**config.mk**
```make
export PLATFORM = sky130hd
export DESIGN_NAME = tos_alu_mc
export DESIGN_NICKNAME = d
export VERILOG_FILES = /design/src/rtl/tos_alu_mc.sv
export SDC_FILE = /design/constraint.sdc
export NUM_CORES = 1
export LEC_CHECK = 0
export ABC_CLOCK_PERIOD_IN_PS = 3300
export CAP_MARGIN = 30
export CORE_ASPECT_RATIO = 1.75
export CORE_MARGIN = 2
export CORE_UTILIZATION = 40
export CTS_CLUSTER_DIAMETER = 40
export CTS_CLUSTER_SIZE = 28
export DETAILED_ROUTE_END_ITERATION = 10
export PLACE_DENSITY_LB_ADDON = 0.3
export SYNTH_ARGS = -nofsm -noshare
export SYNTH_HDL_FRONTEND = slang
export SYNTH_SLANG_ARGS = --single-unit
```
**constraint.sdc**
```tcl
create_clock -name clk -period 3.3 [get_ports clk]
set_input_delay 0.33 -clock clk [delete_from_list [all_inputs] [get_ports clk]]
set_output_delay 0.33 -clock clk [all_outputs]
set_load 0.05 [all_outputs]
```
**src/rtl/tos_alu_mc.sv**
```systemverilog
`default_nettype none
`timescale 1ns/1ps
// =============================================================================
// tos_alu_mc : iterative MUL / DIVMOD / multi-bit shift unit beside the TOS path
// Revision   : 1.0
// =============================================================================
module tos_alu_mc #(
   parameter int WIDTH      = 16,
   parameter int SHIFT_STEP = 1
) (
   input  logic             clk,
   input  logic             reset,
   input  logic             start,
   input  logic [2:0]       op,
   input  logic [WIDTH-1:0] TOS,
   input  logic [WIDTH-1:0] arg,
   output logic             busy,
   output logic             done,
   output logic [WIDTH-1:0] result,
   output logic [WIDTH-1:0] result_hi,
   output logic             div0
);
   localparam int               CW       = $clog2(WIDTH) + 1;
   localparam logic [CW-1:0]    CNT_FULL = CW'(WIDTH);
   localparam logic [CW-1:0]    CNT_STEP = CW'(SHIFT_STEP);
   localparam logic [CW-1:0]    CNT_ONE  = CW'(1);
   localparam logic [WIDTH-1:0] TOS_FULL = WIDTH'(WIDTH);
   localparam logic [2:0]       OP_MUL   = 3'd0;
   localparam logic [2:0]       OP_DIV   = 3'd1;
   localparam logic [2:0]       OP_LSH   = 3'd2;
   localparam logic [2:0]       OP_RSH   = 3'd3;
   localparam logic [2:0]       OP_ASH   = 3'd4;

   typedef enum logic [1:0] {
      S_IDLE = 2'd0,
      S_RUN  = 2'd1,
      S_DONE = 2'd2
   } state_e;

   state_e           state_q, state_d;
   logic [2:0]       op_q, op_d;
   logic [WIDTH-1:0] lo_q, lo_d;
   logic [WIDTH-1:0] hi_q, hi_d;
   logic [WIDTH-1:0] b_q, b_d;
   logic [CW-1:0]    cnt_q, cnt_d;
   logic [WIDTH-1:0] result_q, result_d;
   logic [WIDTH-1:0] result_hi_q, result_hi_d;
   logic             div0_q, div0_d;

   logic [CW-1:0]    n_shift;
   logic [CW-1:0]    step;
   logic [WIDTH:0]   mul_sum;
   logic [WIDTH:0]   div_sh;
   logic [WIDTH:0]   div_diff;

   // lo/hi hold the running product, quotient/remainder or shifted value
   always_comb begin
      n_shift  = (TOS >= TOS_FULL) ? CNT_FULL : TOS[CW-1:0];
      step     = (cnt_q < CNT_STEP) ? cnt_q : CNT_STEP;
      mul_sum  = {1'b0, hi_q} + (lo_q[0] ? {1'b0, b_q} : '0);
      div_sh   = {hi_q, lo_q[WIDTH-1]};
      div_diff = div_sh - {1'b0, b_q};
   end

   always_comb begin
      state_d     = state_q;
      op_d        = op_q;
      lo_d        = lo_q;
      hi_d        = hi_q;
      b_d         = b_q;
      cnt_d       = cnt_q;
      result_d    = result_q;
      result_hi_d = result_hi_q;
      div0_d      = div0_q;
      case (state_q)
         S_RUN: begin
            case (op_q)
               OP_MUL: {hi_d, lo_d} = {mul_sum, lo_q[WIDTH-1:1]};
               OP_DIV: begin
                  hi_d = div_diff[WIDTH] ? div_sh[WIDTH-1:0] : div_diff[WIDTH-1:0];
                  lo_d = {lo_q[WIDTH-2:0], ~div_diff[WIDTH]};
               end
               OP_LSH:  lo_d = lo_q << step;
               OP_RSH:  lo_d = lo_q >> step;
               default: lo_d = $signed(lo_q) >>> step;
            endcase
            cnt_d = (op_q == OP_MUL || op_q == OP_DIV) ? cnt_q - CNT_ONE : cnt_q - step;
            if (cnt_d == '0) begin
               state_d     = S_DONE;
               result_d    = lo_d;
               result_hi_d = hi_d;
            end
         end
         default: begin
            state_d = S_IDLE;
            if (start) begin
               op_d    = op;
               div0_d  = 1'b0;
               hi_d    = '0;
               lo_d    = arg;
               b_d     = TOS;
               state_d = S_RUN;
               case (op)
                  OP_MUL: begin
                     lo_d  = TOS;
                     b_d   = arg;
                     cnt_d = CNT_FULL;
                  end
                  OP_DIV: begin
                     cnt_d = CNT_FULL;
                     if (TOS == '0) begin
                        state_d     = S_DONE;
                        div0_d      = 1'b1;
                        result_d    = '1;
                        result_hi_d = arg;
                     end
                  end
                  OP_LSH, OP_RSH, OP_ASH: begin
                     cnt_d = n_shift;
                     if (n_shift == '0) begin
                        state_d     = S_DONE;
                        result_d    = arg;
                        result_hi_d = '0;
                     end
                  end
                  default: begin
                     state_d     = S_DONE;
                     result_d    = '0;
                     result_hi_d = '0;
                  end
               endcase
            end
         end
      endcase
   end

   always_ff @(posedge clk or negedge reset) begin
      if (!reset) begin
         state_q     <= S_IDLE;
         op_q        <= '0;
         lo_q        <= '0;
         hi_q        <= '0;
         b_q         <= '0;
         cnt_q       <= '0;
         result_q    <= '0;
         result_hi_q <= '0;
         div0_q      <= 1'b0;
      end else begin
         state_q     <= state_d;
         op_q        <= op_d;
         lo_q        <= lo_d;
         hi_q        <= hi_d;
         b_q         <= b_d;
         cnt_q       <= cnt_d;
         result_q    <= result_d;
         result_hi_q <= result_hi_d;
         div0_q      <= div0_d;
      end
   end

   assign busy      = (state_q == S_RUN);
   assign done      = (state_q == S_DONE);
   assign result    = result_q;
   assign result_hi = result_hi_q;
   assign div0      = div0_q;

endmodule
`default_nettype wire

```
Fig. 1: close-up of the layout
The bar under the picture is 20 µm long. Window x 2 to 52, y 21 to 71 µm. Cells in grey, sequential cells in the stronger grey; small squares are vias.
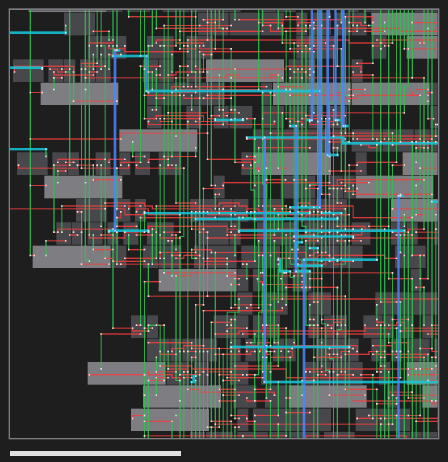
| colour | layer |
|---|---|
| red | metal 1 |
| cyan | metal 3 |
| blue | metal 4 |
| green | metal 2 |
sequential cells in the window: 16
cells with their middle in the window: 162
netlist names of flops here include: lo_q (5), result (4), op_q (3)
most frequent: nand2_1 (26), o21ai_0 (24), dfrtp_1 (16)

Fig. 2: cell placement
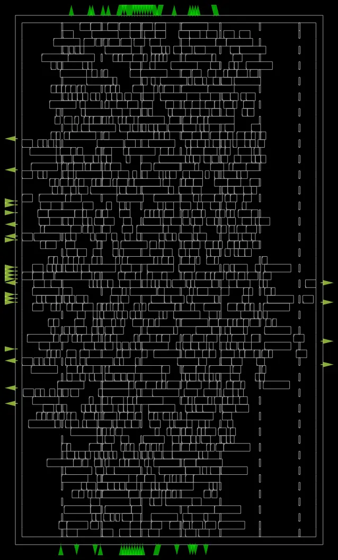
Layout fillers: 1809
Flops: 91
Cell Rows: 66

Fig. 3: placed cells, one colour a class
Fill, decap, tap and diode cells in grey.
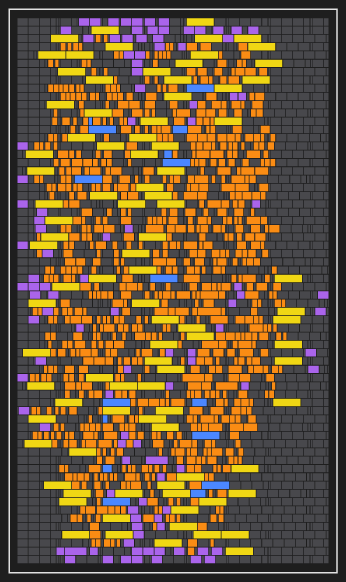
| colour | class | cells |
|---|---|---|
| orange | combinational and other logic | 798 |
| blue | clock drivers and dummy loads | 16 |
| yellow | flops | 91 |
| purple | other buffers and delay cells | 108 |
fin area: 8840 µm²
Util after Layout: 48.0%
core region area: 18400 µm²
fraction of area in registers: 25.8%

==> GITHUB_STEP_SUMMARY <==
### Yosys + OpenROAD results

| Metric | Value |
|---|---|
| Synth Flop Type | `dfrtp_1` |
| M1 wire length | `9120 µm` |
| Final WS setup | `0.163 ns` |
| Violated checks | `negative hold slack` |
| Cts repair resizes | `0` |
| Final WL | `24200 µm` |
| Min cycle time layout | `3.14 ns` |
| Reg-to-Reg End | `hi_q[10]` |
| Clk buf depth | `2` |
| Worst R2R Setup Slack | `0.16 ns` |
| Final Wtd Congestion | `0.935` |
| Critical path fanouts, max | `9` |
| Share of post-route cells with drive strength above 1 | `7.80%` |
| Final Cycle Share | `95.1%` |
| Post-synth seq share | `30.5%` |
| Yosys top cell by instances | `nand2_1` |
| Crit path required time | `3.57 ns` |
| Detail Placement HPWL | `17900 µm` |
| DRC Markers | `0` |
| Root buffer cell | `clkbuf_16` |
| Antenna violations before repair | `0` |
| Status | `complete, but fails checks` |
| Unique cell types | `74` |
| Slew Viols, Final | `0` |
| Setup repair bufs after CTS | `0` |
| F_max | `319 MHz` |
| Clock transition at path regs | `0.07 ns` |
| Log Warnings | `26` |
| Post-synthesis register bit count | `91` |
| Top Ports | `73` |
| Pleak | `3.82 nW` |
| Number of buffers created by CTS | `9` |
| Hold Path Class | `in -> async` |
| Sw Pwr | `5.03 mW` |
| R2R Path Start | `lo_q[15]` |
| Largest net degree at the start of global routing | `92` |
| Vias/cell | `5.93` |
| Ys async rst share | `100%` |
| Setup-failing EPs final | `0` |
| Syn avg cell area | `7.87 µm²` |
| Initial DRC count | `473` |
| Drt wl/cell | `19.4 µm` |
| Die area | `19800 µm²` |
| Total power | `9.76 mW` |
| Top cells by count | `nand2_1, o21ai_0, dfrtp_1` |
| DRT antenna net count | `0` |
| Hold Vio Cnt, Final | `5` |
| Setup TNS | `0 ns` |
| DR vias | `7416` |
| Worst hold margin | `-0.0101 ns` |
| Finished Layout Cells | `1251` |
| FP Core Util | `40.6%` |
| Mapped Cells | `950` |
| Internal Pwr Total | `4.73 mW` |
| Vias in the first global route | `7326` |
| Remaining Overflow, GRT | `0` |
| Yosys Warn Count | `0` |
| Cells on worst reg2reg path | `12` |
| CP startpoint kind | `register` |
| Hold_buf cts | `0` |
| Power per standard cell area | `1100 nW/µm²` |
| Top cell type by total area after synthesis | `dfrtp_1` |
| Final #Nets | `1082` |
| DP Cell Count | `1235` |
| Crit path DAT | `3.41 ns` |
| GRT Total Usage | `25.2%` |
| Post-synth EDFFs | `0` |
-- area by class of cell --
class | instances | area [µm²] | area share, %
clock buffer | 13 | 270 | 3.06
sequential | 91 | 2280 | 25.8
inverter | 32 | 120 | 1.36
multi-input combinational | 766 | 4840 | 54.8
tap | 238 | 298 | 3.37
timing repair buffer | 108 | 1010 | 11.4
clock inverter | 3 | 21.3 | 0.241
-- routing by layer --
| layer | vias up | GRT usage, % |
|---|---|---|
| met5 | - | 0 |
| met4 | 0 | 14.3 |
| met1 | 3504 | 27.8 |
| met2 | 265 | 46.1 |
| met3 | 84 | 2.78 |
| li1 | 3563 | - |
-- registers in the layout, summed over array words and instances (netlist names) --
register and flops:
lo_q 16, div0 1, result_hi 16, cnt_q 5
state_q 2, hi_q 16, op_q 3, b_q 16
result 16
-- power groups by stage --
stage | sequential, mW | clock [mW] | combinational [mW]
final | 2.17 | 1.06 | 6.53
after global routing | 2.24 | 1.10 | 7.14
after CTS | 2.16 | 1.06 | 6.50
after detailed placement | 2.18 | 0 | 6.48
after global placement | 2.17 | 0 | 6.40
after floorplan | 2.60 | 0 | 4.11
-- logic make-up after synthesis --
| logic type | Yosys count | share of synthesized area (%) |
|---|---|---|
| compound gates | 337 | 28.8 |
| flops | 91 | 30.5 |
| xor+xnor | 21 | 2.66 |
| fa+ha+maj | 37 | 6.36 |
| simple gates | 312 | 18.8 |
| buf+inv | 93 | 4.92 |
| mux | 59 | 7.92 |
-- worst max path at each step --
stage / slack (ns) / to / startpoint / depth (start not counted)
after global placement: 0.23 / result_hi[9] / hi_q[3] / 10
after floorplan: 0.33 / result_hi[14] / lo_q[15] / 12
after CTS: 0.16 / hi_q[10] / lo_q[15] / 12
final: 0.16 / hi_q[10] / lo_q[15] / 12
after global routing: 0.03 / result_hi[13] / lo_q[15] / 12
after detailed placement: 0.18 / result_hi[13] / lo_q[15] / 12
-- worst max-delay path, cell delays in order (launching register included) --
cell	delay [ns]
dfrtp_1	0.34
inv_1	0.06
ha_1	0.22
fa_1	0.40
and2b_1	0.24
o2111ai_2	0.15
a311o_1	0.38
a31oi_4	0.25
xor2_2	0.18
buf_4	0.23
nand2_1	0.08
a311o_1	0.32
o21ai_0	0.18
-- metrics by stage --
step	hold slack (ns)	area, µm²
4_1_cts	0.0430	8840
3_3_place_gp	0.421	8550
2_1_floorplan	0.0344	7470
6_report	-0.0101	8840
5_1_grt	0.0541	8840
3_5_place_dp	0.425	8550
-- cells in the final DEF (no fill, tap or decap), types with 5 or more instances in the layout --
cell	n
a22o_1	13
o21ai_0	129
o22a_1	7
o31a_1	5
o22ai_1	6
a21o_1	16
o211ai_1	18
a31oi_1	5
and2_1	22
dfrtp_1	91
nand2_1	160
clkdlybuf4s50_1	70
nor2_1	45
nor4_1	8
xnor2_1	11
clkbuf_16	9
buf_4	36
ha_1	34
inv_1	30
nand3_1	23
or3_1	8
a21oi_1	71
a211oi_1	6
mux2i_1	58
nor2b_1	6
xor2_1	8
and3_1	8
o21a_1	9
nor3_1	11
Power figures rest on the tool's default switching activity, not on a simulated workload.
